## src/rtl/vga_block_plotter.sv

```systemverilog
// Block plotter: scans a BLOCK_W x BLOCK_H pixel block in raster order, one pixel
// per cycle, toward the VGA adapter write port (fill, outline or erase).
module vga_block_plotter #(
   parameter int                 BLOCK_W  = 4,
   parameter int                 BLOCK_H  = 4,
   parameter int                 X_W      = 8,
   parameter int                 Y_W      = 7,
   parameter int                 COLOR_W  = 3,
   parameter logic [COLOR_W-1:0] BG_COLOR = '0
) (
   input  logic               clk,
   input  logic               resetn,
   input  logic               start,
   input  logic [1:0]         mode,
   input  logic [X_W-1:0]     x_in,
   input  logic [Y_W-1:0]     y_in,
   input  logic [COLOR_W-1:0] color_in,
   input  logic               abort,
   output logic               busy,
   output logic               done,
   output logic               plot,
   output logic [X_W-1:0]     x_out,
   output logic [Y_W-1:0]     y_out,
   output logic [COLOR_W-1:0] color_out
);

   localparam int CXW = (BLOCK_W > 1) ? $clog2(BLOCK_W) : 1;
   localparam int CYW = (BLOCK_H > 1) ? $clog2(BLOCK_H) : 1;
   localparam logic [CXW-1:0] CX_LAST = CXW'(BLOCK_W - 1);
   localparam logic [CYW-1:0] CY_LAST = CYW'(BLOCK_H - 1);

   localparam logic [1:0] S_IDLE = 2'd0;
   localparam logic [1:0] S_DRAW = 2'd1;
   localparam logic [1:0] S_DONE = 2'd2;

   logic [1:0]         state_q, state_d;
   logic [CXW-1:0]     cx_q, cx_d;
   logic [CYW-1:0]     cy_q, cy_d;
   logic [X_W-1:0]     xb_q, xb_d;
   logic [Y_W-1:0]     yb_q, yb_d;
   logic [1:0]         mode_q, mode_d;
   logic [COLOR_W-1:0] col_q, col_d;
   logic               last_px, on_edge;

   assign last_px = (cx_q == CX_LAST) && (cy_q == CY_LAST);
   assign on_edge = (cx_q == '0) || (cx_q == CX_LAST) || (cy_q == '0) || (cy_q == CY_LAST);

   always_comb begin
      state_d = state_q;
      cx_d    = cx_q;
      cy_d    = cy_q;
      xb_d    = xb_q;
      yb_d    = yb_q;
      mode_d  = mode_q;
      col_d   = col_q;
      case (state_q)
         S_IDLE: begin
            if (start) begin
               xb_d    = x_in;
               yb_d    = y_in;
               mode_d  = mode;
               col_d   = (mode == 2'b10) ? BG_COLOR : color_in;
               cx_d    = '0;
               cy_d    = '0;
               state_d = S_DRAW;
            end
         end
         S_DRAW: begin
            // Counters freeze on exit so x/y hold the last pixel outside DRAW.
            if (abort || last_px) begin
               state_d = S_DONE;
            end else if (cx_q == CX_LAST) begin
               cx_d = '0;
               cy_d = cy_q + 1'b1;
            end else begin
               cx_d = cx_q + 1'b1;
            end
         end
         S_DONE:  state_d = S_IDLE;
         default: state_d = S_IDLE;
      endcase
   end

   always_ff @(posedge clk or negedge resetn) begin
      if (!resetn) begin
         state_q <= S_IDLE;
         cx_q    <= '0;
         cy_q    <= '0;
         xb_q    <= '0;
         yb_q    <= '0;
         mode_q  <= '0;
         col_q   <= '0;
      end else begin
         state_q <= state_d;
         cx_q    <= cx_d;
         cy_q    <= cy_d;
         xb_q    <= xb_d;
         yb_q    <= yb_d;
         mode_q  <= mode_d;
         col_q   <= col_d;
      end
   end

   // Outputs come from registers only; coordinates wrap modulo 2^width.
   assign busy      = (state_q != S_IDLE);
   assign done      = (state_q == S_DONE);
   assign plot      = (state_q == S_DRAW) && ((mode_q != 2'b01) || on_edge);
   assign x_out     = xb_q + X_W'(cx_q);
   assign y_out     = yb_q + Y_W'(cy_q);
   assign color_out = col_q;

endmodule

```

## config.mk

```make
export PLATFORM = sky130hd
export DESIGN_NAME = vga_block_plotter
export DESIGN_NICKNAME = d
export VERILOG_FILES = /design/src/rtl/vga_block_plotter.sv
export SDC_FILE = /design/constraint.sdc
export NUM_CORES = 1
export LEC_CHECK = 0
export ABC_AREA = 1
export CAP_MARGIN = 25
export CORE_ASPECT_RATIO = 1.5
export CORE_MARGIN = 5
export CORE_UTILIZATION = 46
export CTS_CLUSTER_DIAMETER = 50
export DETAILED_ROUTE_END_ITERATION = 7
export PLACE_DENSITY = 0.89
export REMOVE_ABC_BUFFERS = 1
export SLEW_MARGIN = 20
export SYNTH_ARGS = -nofsm -noshare
export SYNTH_HDL_FRONTEND = slang
export SYNTH_SLANG_ARGS = --single-unit
```

## constraint.sdc

```tcl
create_clock -name clk -period 2.3 [get_ports clk]
set_clock_uncertainty 0.05 [all_clocks]
set_input_delay 0.46 -clock clk [delete_from_list [all_inputs] [get_ports clk]]
set_output_delay 0.46 -clock clk [all_outputs]
set_load 0.05 [all_outputs]
```

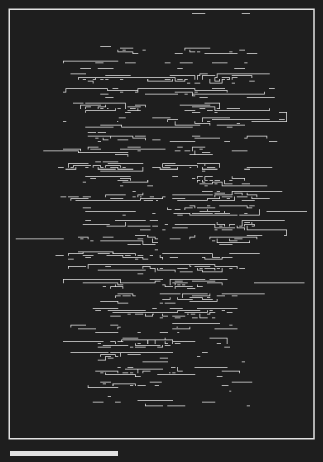
Fig. 1. Met1 routing (run 1).
Scale bar: 20 um.
The longest straight run is 23.5 um. The layer carries 1,380 um of wire. The layer holds 36% of the routed length.
met1 Usage GRT: 18.2%
wirelength, routed: 3830 um
via count: 1,381

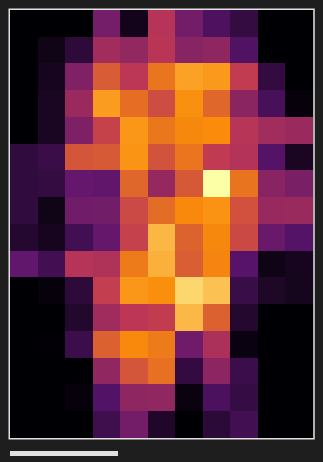
Fig. 2. Wire density map (run 1).
Scale bar: 20 um. The die is cut into 11 by 16 equal tiles; black is low, pale yellow is high, scaled to the fullest tile. Values are wire area over tile area, all layers added.
22% of the tiles are nearly empty. 30% of the tiles are over half the peak. The mean over all tiles is 0.14. The fullest tile reaches 0.42. The emptiest ninth of the die: lower left. The densest ninth of the die: centre.
gr usage total: 17.6%
Wirelength per Cell: 14.1 um

==> out/metrics.yaml, run 1 <==
outcome: "finished, violations left"
violations: "setup timing"
whs_ns: 0.453
start_kind: "flip-flop"
gp_congestion: 0.831
cp.buffers_inverters: 3
final_common_cell: "nand2_1"
drive_gt1_share_pct: 20.7
inv_count: 17
ys_seq_share_pct: 44.1
ys.flops: 26
crit_chain: "ha_2, inv_1, fa_2, nor2_4, buf_4, nand3_1, nand2_1, nand2_2, buf_12"
synth_chip_area_um2: 1470
ys_cells: 182
largest_reg_flops: 8
grt_first_pass_wirelength_um: 6160
nFillCells: 231
mux_area_share_pct: 0
post-route-min-period_ns: 2.37
seq_share_pct: 29.4
p_comb_share_pct: 67.2
seq-power_mw: 0.823
regMostFlops: "xb_q"
chip_area_um2: 4460
place_inst: 264
clockNetworkAreaShare_pct: 1.87
p_sw_mw: 1.61
nWellTaps: 40
p_clk_share_pct: 7.8
cp_data_arrival_time_ns: 1.86
finalHoldViolations: 0
firstDrtPassIters: 4
numClockSinks: 26
p_leak_nw: 1.11
grt_pass1_vias: 1408
warning_count: 28
nNetsFinal: 267
drtAntennaViolNets: 0
cts_tree: "built"
ys_sh_simple_pct: 29.5
clk_pin_slew_ns: 0.09
ctsHoldBuffers: 0
rsz0062_at_grt: "true"
use_met3_pct: 3.25
buf_share_pct: 28.6
powerDensity_nw_per_um2: 1490
required_ns: 1.79
antenna_found_initial: 0
post-cts-setup-buffers: 5
grt.overflow.total: 0
xor_share_pct: 4.16
syn_area_um2: 1470
crit_start: "cy_q[0]"
hold_class: "reg -> reg"
rrSetupSlack_ns: 0.87
max_stage_delay_ns: 0.37
portBuffers: 44
holdPathEnd: "mode_q[1]"
critPathSlowestCell: "dfrtp_1"
worst_slack_ns: -0.0651
relSlewSlack_pct: 65.4
io_pins: 45
drv_slew: 0
total_power_mw: 3.30
setup_violations: 2
top_usage_layer: "met2"
worstSkewPairLatency_ns: 0.27
synth_adder_area_share_pct: 8.66
final_cell_area_um2: 2210
cp_max_fo: 2
max_freq_ghz: 0.423
fin_cells: 272
die_y_um: 79.3
cap_violations: 0
crit_end: "y_out[6]"
cts_root_buf: "clkbuf_8"
min_from: "mode_q[1]"
r2r_cells: 8
p_seq_share_pct: 24.9
numCtsBuffers: 3
flop_area_um2: 651
top_logic_kind: "simple AND/OR/NAND/NOR gates"
finalSetupTns_ns: -0.0986
n_antenna_cell: 0
htreeDepth: 1
cp.depth: 9
logic_area_um2: 769
comb_share_pct: 34.8
pre_cts_ws_ns: 0.0946
power_switching_share_pct: 48.7
biggestCellCategory: "logic gates"
tightest_slew_ns: 0.517
synth_area_per_cell_um2: 8.10
r2r_end: "cy_q[1]"
crit_family: "adder cells"
clk-power_mw: 0.258
irDropWorstVdd_mv: 0.976
area_growth_pct: 50.0
die_width_um: 56.2
buffers_excl_clock: 51
synthCells: 182
clock_path_buffers: 2
maxPowerGroup: "combinational cells"
mostFrequentLayoutCells: "78 x nand2_1, 28 x clkdlybuf4s50_1, 26 x dfrtp_1, 16 x inv_1, 13 x buf_12"
avgViaCountPerCell: 5.08
place_area_um2: 2070
hold_depth: 2
ys_warn_count: 0
dp_hpwl_um: 2750
grt_util_met2_pct: 32.9
num-multi-input-gates: 135
initial_utilization_pct: 47.1
r2r_start: "cx_q[0]"
p_comb_mw: 2.22
ff_count: 26
placementRows: 25
grt_max_degree: 27
finalClockPeriodUsage_pct: 103
remaining_drc_errors: 0
critPathKind: "reg -> out"
drtIter0Drc: 32
ctsResizeCount: 6
compound_area_share_pct: 5.94
ys_types: 22
worstSetupEndpointType: "primary output"
p_int_mw: 1.69
nClkBuffers: 3
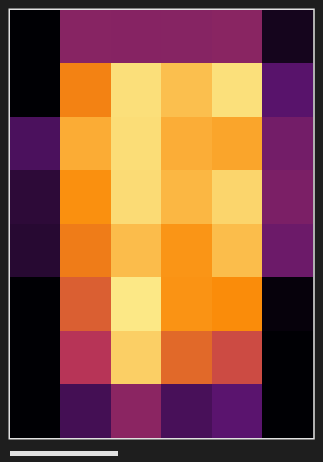
Fig. 3. Local utilization (run 1).
Scale bar: 20 um. The die is cut into 6 by 8 equal tiles; black is low, pale yellow is high, 0 to 100% covered.
17% of the tiles are nearly empty. The fullest tile reaches 95%. The densest ninth of the die: centre. The emptiest ninth of the die: lower left. 38% of the tiles are over 75% full.
CORE AREA: 3130 um2
Layout Utilization: 70.7%

==> run 1: cell usage after synthesis <==
master,number,area (um2)
nand2_4,1,11.3
nand2_1,81,304
buf_8,1,15.0
inv_4,1,6.26
nor2_2,1,6.26
a21oi_1,2,10.0
nand3_1,11,55.1
buf_4,1,7.51
dfrtp_1,26,651
buf_6,2,22.5
o21ai_1,1,5.00
inv_1,16,60.1
xor2_1,4,35.0
nor3_1,1,5.00
nand4_1,2,12.5
xnor2_1,3,26.3
o21ai_2,6,52.6
fa_1,2,40.0
nand3b_1,2,15.0
o21ai_0,4,20.0
ha_1,7,87.6
nor2_1,7,26.3
==> run 1: metal layers <==
metal | wire length (um) | vias to the layer above
met5 | 0 | -
met4 | 114 | 0
met3 | 151 | 9
met2 | 2190 | 38
met1 | 1380 | 662
li1 | - | 672
==> inputs of run 2 (changes only) <==
- CORE_UTILIZATION: 46 -> 45
- PLACE_DENSITY: 0.89 -> unset
- PLACE_DENSITY_LB_ADDON: unset -> 0.25
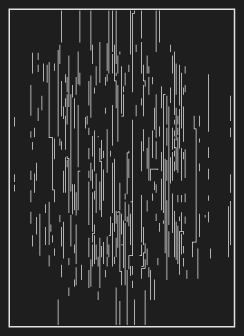
Fig. 4. Met2 routing (run 2).
The layer carries 1,770 um of wire. The longest straight run is 34.3 um.
wirelength, routed: 3260 um
GR Util met2: 29.5%

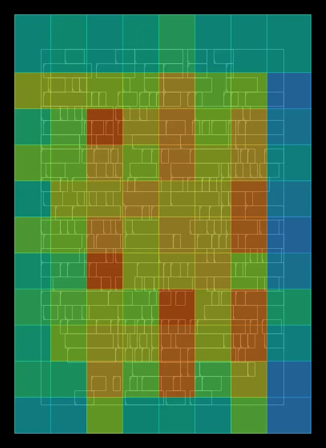
Fig. 5. Track usage over the die (run 2).
met1 Usage GRT: 16.4%
gr usage total: 14.9%
Wirelength per Cell: 12.0 um
grt met3 use: 2.25%
Layout Utilization: 69.9%

==> out/metrics.yaml, run 2 <==
rsz0062_at_grt: "true"  # unchanged
numCtsBuffers: 3  # unchanged
ys_types: 22  # unchanged
max_freq_ghz: 0.426  # was 0.423 GHz
yosysTopAreaCell: "dfrtp_1"  # unchanged
powerDensity_nw_per_um2: 1480  # was 1490 nW/um2
outcome: "finished, violations left"  # unchanged
portBuffers: 44  # unchanged
setup_violations: 1  # was 2
cap_violations: 0  # unchanged
ys_cells: 182  # unchanged
warning_count: 28  # unchanged
max_stage_delay_ns: 0.40  # was 0.37 ns
grt_pass1_vias: 1328  # was 1,408
total_power_mw: 3.28  # was 3.30 mW
worstSkewPairLatency_ns: 0.26  # was 0.27 ns
violations: "setup timing"  # unchanged
final_common_cell: "nand2_1"  # unchanged
clock_path_buffers: 2  # unchanged
drv_slew: 0  # unchanged
coreArea_um2: 3160  # was 3130 um2
start_kind: "flip-flop"  # unchanged
cp.buffers_inverters: 2  # was 3
min_from: "color_out[2]"  # was mode_q[1]
synth.area.top_cells: "dfrtp_1 44%, nand2_1 21%, ha_1 5.9%"  # unchanged
grt_max_degree: 27  # unchanged
clk_pin_slew_ns: 0.08  # was 0.09 ns
synthCells: 182  # unchanged
top_usage_layer: "met2"  # unchanged
crit_start: "cx_q[0]"  # was cy_q[0]
crit_end: "x_out[4]"  # was y_out[6]
place_inst: 264  # unchanged
hold_class: "reg -> reg"  # unchanged
die_width_um: 56.7  # was 56.2 um
p_leak_nw: 1.11  # about the same
ys_warn_count: 0  # unchanged
r2r_start: "state_q[0]"  # was cx_q[0]
hold_depth: 2  # unchanged
syn_area_um2: 1470  # unchanged
placementRows: 25  # unchanged
irDropWorstVdd_mv: 1.21  # was 0.976 mV
cts_tree: "built"  # unchanged
die_y_um: 80.1  # was 79.3 um
rrSetupSlack_ns: 0.92  # was 0.87 ns
initial_utilization_pct: 46.7  # was 47.1%
routed-via-count: 1296  # was 1,381
finalClockPeriodUsage_pct: 102  # was 103%
met2_wirelength_um: 1770  # was 2190 um
wl_met3_um: 148  # was 151 um
critPathKind: "reg -> out"  # unchanged
ys.flops: 26  # unchanged
post-cts-setup-buffers: 2  # was 5
gp_congestion: 0.781  # was 0.831
cts_root_buf: "clkbuf_8"  # unchanged
regMostFlops: "xb_q"  # unchanged
finalHoldViolations: 0  # unchanged
pre_cts_ws_ns: 0.0670  # was 0.0946 ns
worst_slack_ns: -0.0471  # was -0.0651 ns
n_antenna_cell: 0  # unchanged
worstSetupEndpointType: "primary output"  # unchanged
relSlewSlack_pct: 65.9  # was 65.4%
drive_gt1_share_pct: 20.8  # was 20.7%
synthFlopType: "dfrtp_1"  # unchanged
finalSetupTns_ns: -0.0471  # was -0.0986 ns
enable_flop_cells: 0  # unchanged
chip_area_um2: 4540  # was 4460 um2
nNetsFinal: 265  # was 267
post-route-min-period_ns: 2.35  # was 2.37 ns
numClockSinks: 26  # unchanged
r2r_end: "xb_q[5]"  # was cy_q[1]
r2r_cells: 5  # was 8
remaining_drc_errors: 0  # unchanged
cp_data_arrival_time_ns: 1.84  # was 1.86 ns
firstDrtPassIters: 4  # unchanged
cp_max_fo: 3  # was 2
synth_area_per_cell_um2: 8.10  # unchanged
required_ns: 1.79  # about the same
cp.depth: 6  # was 9
whs_ns: 0.442  # was 0.453 ns
top_area_share_pct: 44.1  # unchanged
synthArstFlopShare_pct: 100  # unchanged
fin_cells: 271  # was 272
most_common_cell: "nand2_1"  # unchanged
crit_chain: "ha_2, fa_2, buf_4, nand3_1, xnor2_1, buf_12"  # was ha_2, inv_1, fa_2, nor2_4, buf_4, nand3_1, nand2_1, nand2_2, buf_12
mostFrequentLayoutCells: "78 x nand2_1, 28 x clkdlybuf4s50_1, 26 x dfrtp_1, 15 x inv_1, 13 x buf_12"  # was 78 x nand2_1, 28 x clkdlybuf4s50_1, 26 x dfrtp_1, 16 x inv_1, 13 x buf_12
routedLengthMet1_um: 1330  # was 1380 um
tightest_slew_ns: 0.509  # was 0.517 ns
ctsHoldBuffers: 0  # unchanged
holdPathEnd: "color_out[2]"  # was mode_q[1]
place_area_um2: 2070  # unchanged
avgViaCountPerCell: 4.78  # was 5.08
grt_first_pass_wirelength_um: 5530  # was 6160 um
critPathSlowestCell: "dfrtp_1"  # unchanged
largest_reg_flops: 8  # unchanged
top_cells_by_count: "81 x nand2_1, 26 x dfrtp_1, 16 x inv_1"  # unchanged
area_growth_pct: 49.9  # was 50.0%
ys_seq_share_pct: 44.1  # unchanged
htreeDepth: 1  # unchanged
top_layer: "met4"  # unchanged
ctsResizeCount: 10  # was 6
io_pins: 45  # unchanged
nFillCells: 253  # was 231
drtAntennaViolNets: 0  # unchanged
final_cell_area_um2: 2210  # about the same
dp_hpwl_um: 2390  # was 2750 um
antenna_found_initial: 0  # unchanged
grt.overflow.total: 0  # unchanged
drtIter0Drc: 33  # was 32
crit_family: "adder cells"  # unchanged
synth_chip_area_um2: 1470  # unchanged
run 2: kinds of logic (layout without fill, tap and decap cells):
kind of cell | count (synthesis) | count (layout) | synth area share [%]
compound gates | 13 | 13 | 5.94
xor+xnor | 7 | 7 | 4.16
fa+ha+maj | 9 | 9 | 8.66
buf+inv | 21 | 70 | 7.56
flops | 26 | 26 | 44.1
simple gates | 106 | 106 | 29.5
run 2: final cells by class:
type	instances	area (um2)	area share, %
Multi-Input combinational cell	135	769	34.8
Timing Repair Buffer	49	618	28.0
Clock buffer	4	55.1	2.49
Sequential cell	26	651	29.4
Inverter	17	66.3	3.00
Tap cell	40	50.0	2.27
run 2: power by group:
group,internal (mW),switching (mW)
clock network,0.153,0.132
registers,0.634,0.181
logic,0.938,1.24
==> inputs of run 3 (changes only) <==
- PLACE_DENSITY: unset -> 0.77
- PLACE_DENSITY_LB_ADDON: 0.25 -> unset
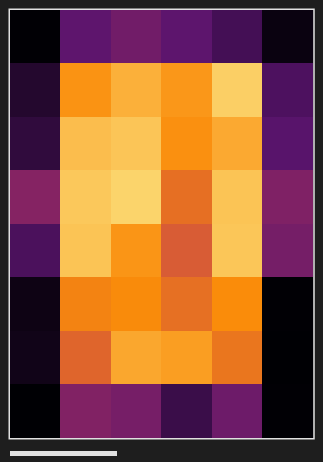
Fig. 6. Local utilization (run 3).
Scale bar: 20 um. The die is cut into 6 by 8 equal tiles; black is low, pale yellow is high, 0 to 100% covered.
CORE AREA: 3160 um2
Layout Utilization: 70.5%
fp util: 46.7%

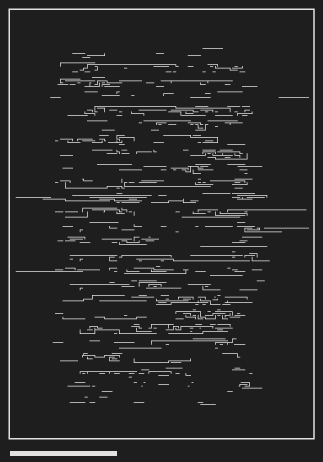
Fig. 7. Met1 routing (run 3).
Scale bar: 20 um.
via count: 1,310
met1 Usage GRT: 16.6%

==> out/metrics.yaml, run 3 <==
wl_um: 3100  # was 3260 um
required_ns: 1.79  # about the same
holdPathEnd: "mode_q[1]"  # was color_out[2]
synthFlopType: "dfrtp_1"  # unchanged
fin_cells: 273  # was 271
wl_per_cell_um: 11.4  # was 12.0 um
worstSetupEndpointType: "primary output"  # unchanged
biggestCellCategory: "logic gates"  # unchanged
most_common_cell: "nand2_1"  # unchanged
cap_violations: 0  # unchanged
die_width_um: 56.7  # unchanged
syn_area_um2: 1470  # unchanged
portBuffers: 44  # unchanged
crit_chain: "ha_2, inv_2, fa_2, nor2_4, buf_6, nand3_2, nand2_2, nand2_2, buf_12"  # was ha_2, fa_2, buf_4, nand3_1, xnor2_1, buf_12
use_met3_pct: 1.13  # was 2.25%
irDropWorstVdd_mv: 1.09  # was 1.21 mV
yosysTopAreaCell: "dfrtp_1"  # unchanged
clock_path_buffers: 2  # unchanged
r2r_start: "cx_q[0]"  # was state_q[0]
p_seq_share_pct: 25.1  # was 24.9%
met2_wirelength_um: 1720  # was 1770 um
grt_util_met2_pct: 28.2  # was 29.5%
powerDensity_nw_per_um2: 1460  # was 1480 nW/um2
post-route-min-period_ns: 2.28  # was 2.35 ns
setup_violations: 0  # was 1
pre_cts_ws_ns: 0.0661  # was 0.0670 ns
buf_share_pct: 28.9  # was 28.0%
ff_count: 26  # unchanged
synthArstFlopShare_pct: 100  # unchanged
rsz0062_at_grt: "true"  # unchanged
cp.depth: 9  # was 6
drive_gt1_share_pct: 21.0  # was 20.8%
synth_area_per_cell_um2: 8.10  # unchanged
mostFrequentLayoutCells: "78 x nand2_1, 28 x clkdlybuf4s50_1, 26 x dfrtp_1, 15 x inv_1, 13 x buf_12"  # unchanged
regMostFlops: "xb_q"  # unchanged
max_stage_delay_ns: 0.36  # was 0.40 ns
top_area_share_pct: 44.1  # unchanged
max_freq_ghz: 0.439  # was 0.426 GHz
flop_area_um2: 651  # unchanged
finalClockPeriodUsage_pct: 98.9  # was 102%
ys_cells: 182  # unchanged
ys_warn_count: 0  # unchanged
hold_class: "reg -> reg"  # unchanged
p_leak_nw: 1.12  # was 1.11 nW
whs_ns: 0.436  # was 0.442 ns
num-multi-input-gates: 135  # unchanged
outcome: "finished, final reports clean"  # was finished, violations left
area_growth_pct: 51.1  # was 49.9%
r2r_cells: 8  # was 5
p_clk_share_pct: 7.4  # was 8.7%
chip_area_um2: 4540  # unchanged
place_inst: 264  # unchanged
drtAntennaViolNets: 0  # unchanged
hold_depth: 2  # unchanged
synthCells: 182  # unchanged
antenna_found_initial: 0  # unchanged
grtUsageTotal_pct: 14.5  # was 14.9%
final_common_cell: "nand2_1"  # unchanged
p_comb_share_pct: 67.5  # was 66.5%
buffers_excl_clock: 52  # was 49
p_int_mw: 1.70  # was 1.72 mW
grt_first_pass_wirelength_um: 5340  # was 5530 um
nFillCells: 252  # was 253
avgViaCountPerCell: 4.80  # was 4.78
top_layer: "met4"  # unchanged
routedLengthMet1_um: 1250  # was 1330 um
die_y_um: 80.1  # unchanged
seq_share_pct: 29.2  # was 29.4%
synth_chip_area_um2: 1470  # unchanged
nNetsFinal: 268  # was 265
largest_reg_flops: 8  # unchanged
clockNetworkAreaShare_pct: 1.85  # was 2.49%
placementRows: 25  # unchanged
ys.flops: 26  # unchanged
wl_met3_um: 103  # was 148 um
final_cell_area_um2: 2230  # was 2210 um2
numClockSinks: 26  # unchanged
drv_slew: 0  # unchanged
numCtsBuffers: 3  # unchanged
ctsResizeCount: 7  # was 10
cp.buffers_inverters: 3  # was 2
worstSkewPairLatency_ns: 0.25  # was 0.26 ns
inv_count: 17  # unchanged
remaining_drc_errors: 0  # unchanged
grt_pass1_vias: 1253  # was 1,328
enable_flop_cells: 0  # unchanged
warning_count: 28  # unchanged
dp_hpwl_um: 2310  # was 2390 um
ctsHoldBuffers: 0  # unchanged
cts_root_buf: "clkbuf_8"  # unchanged
relSlewSlack_pct: 66.0  # was 65.9%
gp_congestion: 0.815  # was 0.781
clk_pin_slew_ns: 0.08  # about the same
ys_types: 22  # unchanged
[run 3: cell counts after synthesis]
Identical to the previous run, type by type.
[run 3: power groups by stage]
stage	logic (mW)	clock network (mW)	registers, mW
after floorplan	1.15	0	0.847
after global placement	2.08	0	0.802
after detailed placement	2.10	0	0.811
after CTS	2.19	0.249	0.796
after global routing	2.32	0.264	0.846
final	2.19	0.240	0.816
[run 3: logic make-up (layout without fill, tap and decap cells)]
| logic type | count (synthesis) | after routing | share of synthesized area (%) |
|---|---|---|---|
| adder cells (fa/ha/maj) | 9 | 9 | 8.66 |
| AND/OR/NAND/NOR | 106 | 106 | 29.5 |
| buffers and inverters | 21 | 72 | 7.56 |
| AND-OR/OR-AND | 13 | 13 | 5.94 |
| flip-flops | 26 | 26 | 44.1 |
| XOR/XNOR | 7 | 7 | 4.16 |
Power and IR drop assume default switching activity.
